===== src/rtl/mem_stage.sv =====
// Memory stage: full-word ram accesses, load lane extract, sub-word store RMW; MEM_STAGE_MISALIGN_TRAP_EN traps misalignment.
// Latency 1 cycle (load/sw/pass/fault), 2 cycles sb/sh; in_ready drops for the RMW cycle, MEM/WB never stalls.
module mem_stage #(
    parameter int unsigned RAM_WORDS = 128
) (
    input  logic        clk,
    input  logic        rst,
    input  logic        in_valid,
    output logic        in_ready,
    input  logic        in_is_load,
    input  logic        in_is_store,
    input  logic [2:0]  in_funct3,
    input  logic [31:0] in_addr,
    input  logic [31:0] in_wdata,
    input  logic [31:0] in_result,
    input  logic [4:0]  in_rd,
    input  logic        in_reg_write,
    output logic [31:0] ram_addr,
    output logic [31:0] write_ram_data,
    output logic [1:0]  write_ram_flag,
    output logic [2:0]  read_ram_flag,
    input  logic [31:0] ram_out,
    output logic        wb_valid,
    output logic [4:0]  wb_rd,
    output logic        wb_reg_write,
    output logic [31:0] wb_data,
    output logic        fault,
    output logic [31:0] fault_addr
);
    typedef enum logic {IDLE, RMW} state_t;
    state_t state, state_nxt;

    logic        accept, is_mem, is_word, is_half, f3_bad, range_bad, misalign, op_fault;
    logic [1:0]  off;
    logic [31:0] lane, load_val, merge_mask, merged;

    logic [31:0] rmw_word;
    logic [15:0] rmw_wdata;
    logic [1:0]  rmw_off;
    logic        rmw_half;
    logic [29:0] rmw_idx;
    logic [4:0]  rmw_rd;

    assign in_ready = (state == IDLE) && !rst;
    assign accept   = in_valid && in_ready;

    always_comb begin
        is_mem    = in_is_load | in_is_store;
        is_word   = (in_funct3[1:0] == 2'b10);
        is_half   = (in_funct3[1:0] == 2'b01);
        f3_bad    = 1'b0;
        if (in_is_load)
            f3_bad = (in_funct3[1:0] == 2'b11) || (in_funct3 == 3'b110);
        else if (in_is_store)
            f3_bad = in_funct3[2] || (in_funct3[1:0] == 2'b11);
        range_bad = is_mem && ({2'b00, in_addr[31:2]} >= 32'(RAM_WORDS));
`ifdef MEM_STAGE_MISALIGN_TRAP_EN
        misalign  = is_mem && ((is_word && in_addr[1:0] != 2'b00) || (is_half && in_addr[0]));
        off       = in_addr[1:0];
`else
        misalign  = 1'b0;
        // Without the trap, low address bits are masked to natural alignment.
        off       = is_word ? 2'b00 : (is_half ? {in_addr[1], 1'b0} : in_addr[1:0]);
`endif
        op_fault  = (in_is_load && in_is_store) || f3_bad || range_bad || misalign;
    end

    always_comb begin
        lane = ram_out >> {off, 3'b000};
        case (in_funct3)
            3'b000:  load_val = {{24{lane[7]}}, lane[7:0]};
            3'b001:  load_val = {{16{lane[15]}}, lane[15:0]};
            3'b100:  load_val = {24'h0, lane[7:0]};
            3'b101:  load_val = {16'h0, lane[15:0]};
            default: load_val = ram_out;
        endcase
        merge_mask = (rmw_half ? 32'h0000_FFFF : 32'h0000_00FF) << {rmw_off, 3'b000};
        merged     = (rmw_word & ~merge_mask) | (({16'h0, rmw_wdata} << {rmw_off, 3'b000}) & merge_mask);
    end

    always_comb begin
        state_nxt      = state;
        ram_addr       = 32'h0;
        write_ram_data = 32'h0;
        write_ram_flag = 2'b00;
        read_ram_flag  = 3'b000;
        case (state)
            IDLE: begin
                if (accept && is_mem && !op_fault) begin
                    ram_addr = {2'b00, in_addr[31:2]};
                    if (in_is_load) begin
                        read_ram_flag = 3'b001;
                    end else if (is_word) begin
                        write_ram_flag = 2'b01;
                        write_ram_data = in_wdata;
                    end else begin
                        read_ram_flag = 3'b001;
                        state_nxt     = RMW;
                    end
                end
            end
            RMW: begin
                // Reset here drops the pending write; the op is lost.
                if (!rst) begin
                    ram_addr       = {2'b00, rmw_idx};
                    write_ram_flag = 2'b01;
                    write_ram_data = merged;
                end
                state_nxt = IDLE;
            end
            default: state_nxt = IDLE;
        endcase
    end

    always_ff @(posedge clk) begin
        if (rst) begin
            state        <= IDLE;
            wb_valid     <= 1'b0;
            wb_rd        <= 5'h0;
            wb_reg_write <= 1'b0;
            wb_data      <= 32'h0;
            fault        <= 1'b0;
            fault_addr   <= 32'h0;
        end else begin
            state    <= state_nxt;
            wb_valid <= 1'b0;
            fault    <= 1'b0;
            if (state == RMW) begin
                wb_valid     <= 1'b1;
                wb_rd        <= rmw_rd;
                wb_reg_write <= 1'b0;
            end else if (accept) begin
                if (op_fault) begin
                    wb_valid     <= 1'b1;
                    wb_rd        <= in_rd;
                    wb_reg_write <= 1'b0;
                    wb_data      <= 32'h0;
                    fault        <= 1'b1;
                    fault_addr   <= in_addr;
                end else if (in_is_load) begin
                    wb_valid     <= 1'b1;
                    wb_rd        <= in_rd;
                    wb_reg_write <= in_reg_write;
                    wb_data      <= load_val;
                end else if (in_is_store && is_word) begin
                    wb_valid     <= 1'b1;
                    wb_rd        <= in_rd;
                    wb_reg_write <= 1'b0;
                end else if (in_is_store) begin
                    rmw_word  <= ram_out;
                    rmw_wdata <= in_wdata[15:0];
                    rmw_off   <= off;
                    rmw_half  <= is_half;
                    rmw_idx   <= in_addr[31:2];
                    rmw_rd    <= in_rd;
                end else begin
                    wb_valid     <= 1'b1;
                    wb_rd        <= in_rd;
                    wb_reg_write <= in_reg_write;
                    wb_data      <= in_result;
                end
            end
        end
    end
endmodule


===== config.mk =====
export PLATFORM = sky130hd
export DESIGN_NAME = mem_stage
export DESIGN_NICKNAME = d
export VERILOG_FILES = /design/src/rtl/mem_stage.sv
export SDC_FILE = /design/constraint.sdc
export NUM_CORES = 1
export LEC_CHECK = 0
export ABC_AREA = 1
export CORE_UTILIZATION = 48
export CTS_CLUSTER_SIZE = 28
export DETAILED_ROUTE_END_ITERATION = 8
export MAX_ROUTING_LAYER = met4
export PLACE_DENSITY = 0.84
export SYNTH_ARGS = -nofsm -noshare
export SYNTH_HDL_FRONTEND = slang
export SYNTH_SLANG_ARGS = --single-unit

===== constraint.sdc =====
create_clock -name clk -period 17.4 [get_ports clk]
set_input_delay 1.74 -clock clk [delete_from_list [all_inputs] [get_ports clk]]
set_output_delay 1.74 -clock clk [all_outputs]
set_load 0.01 [all_outputs]

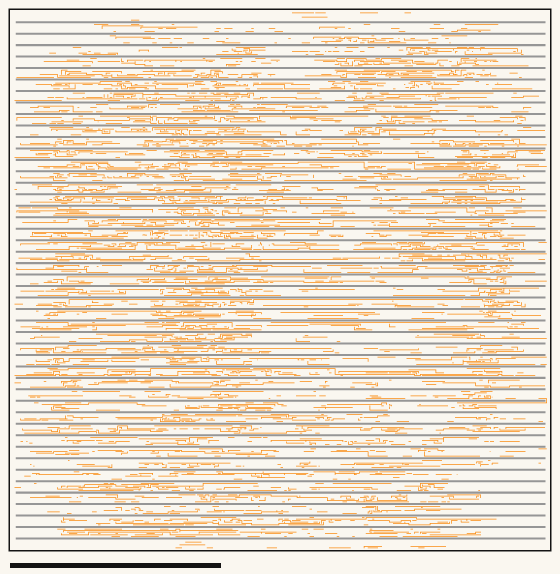
met1.png
Scale bar: 50 um. Supply wires on this layer in grey.
share of all routed wire: 42%
wire length on this layer: 10,200 um
main direction: horizontal
longest straight run: 49.7 um
Routed WL: 24,500 um
via count: 7,626
GR Util met1: 39.6%

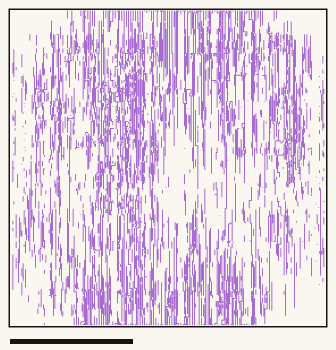
met2.png
Scale bar: 50 um.
main direction: vertical
nets with wire on the layer: 1,075
wire length on this layer: 11,400 um
share of all routed wire: 47%
longest straight run: 50.7 um
met2 capacity usage during global routing: 47.7%

==> summary.txt <==
impl run done, here's what came out: GRT overflow=0, post-DP HPWL=17,600 um, switching share of power=24.4%, fin worst setup slack=10.54 ns, crit path launch=rst, Final ANT Viol Nets=0, total power=908 uW, Synth cell types=33, chip height=128 um, CP top delay family=buffers and inverters, Top pwr grp=sequential cells, Period minus WS final=6.86 ns, most used logic cell in the final layout=clkdlybuf4s50_1, RSZ-0062 raised after global routing=no, simple share=20.9%, wl on met1=10,200 um, Core Util at FP=49.6%, clock sinks=159, Hold Worst Slack=0.469 ns, Clock Skew=0.00748 ns, fraction of layout cells with a size suffix above 1=4.99%, area grow syn2layout=45.5%, fin nets=1,331, vias in the first global route=6,933, Yosys warnings=0, Setup CP Type=in2out, status=finished clean, fin area=0.0111 mm^2, initial antenna violation count=1, Slew Limit Fails=0, Mapped Area=0.00762 mm^2, Fmax=146 MHz, Via-to-Cell Ratio=5.39, Comb power frac=12.4%, WL per Instance=17.3 um, Crit path depth=8, clk slew on worst S/H paths=0.06 ns, Dominant Register Cell=edfxtp_1, reg2reg setup slack=14.07 ns, Power Sequential=405 uW, largest net degree at the start of global routing=65, cells after synthesis=941, drt drc=0, Non-CTS buffers=285, CP Cell Sequence=clkdlybuf4s50_1 > buf_4 > nor2_2 > clkinv_1 > a21oi_1 > o21ai_0 > o21ai_0 > clkdlybuf4s50_1, non-clk buf share=25.6%, clock latency on the worst-skew pair=0.42 ns
Power figures rest on the tool's default switching activity, not on a simulated workload.
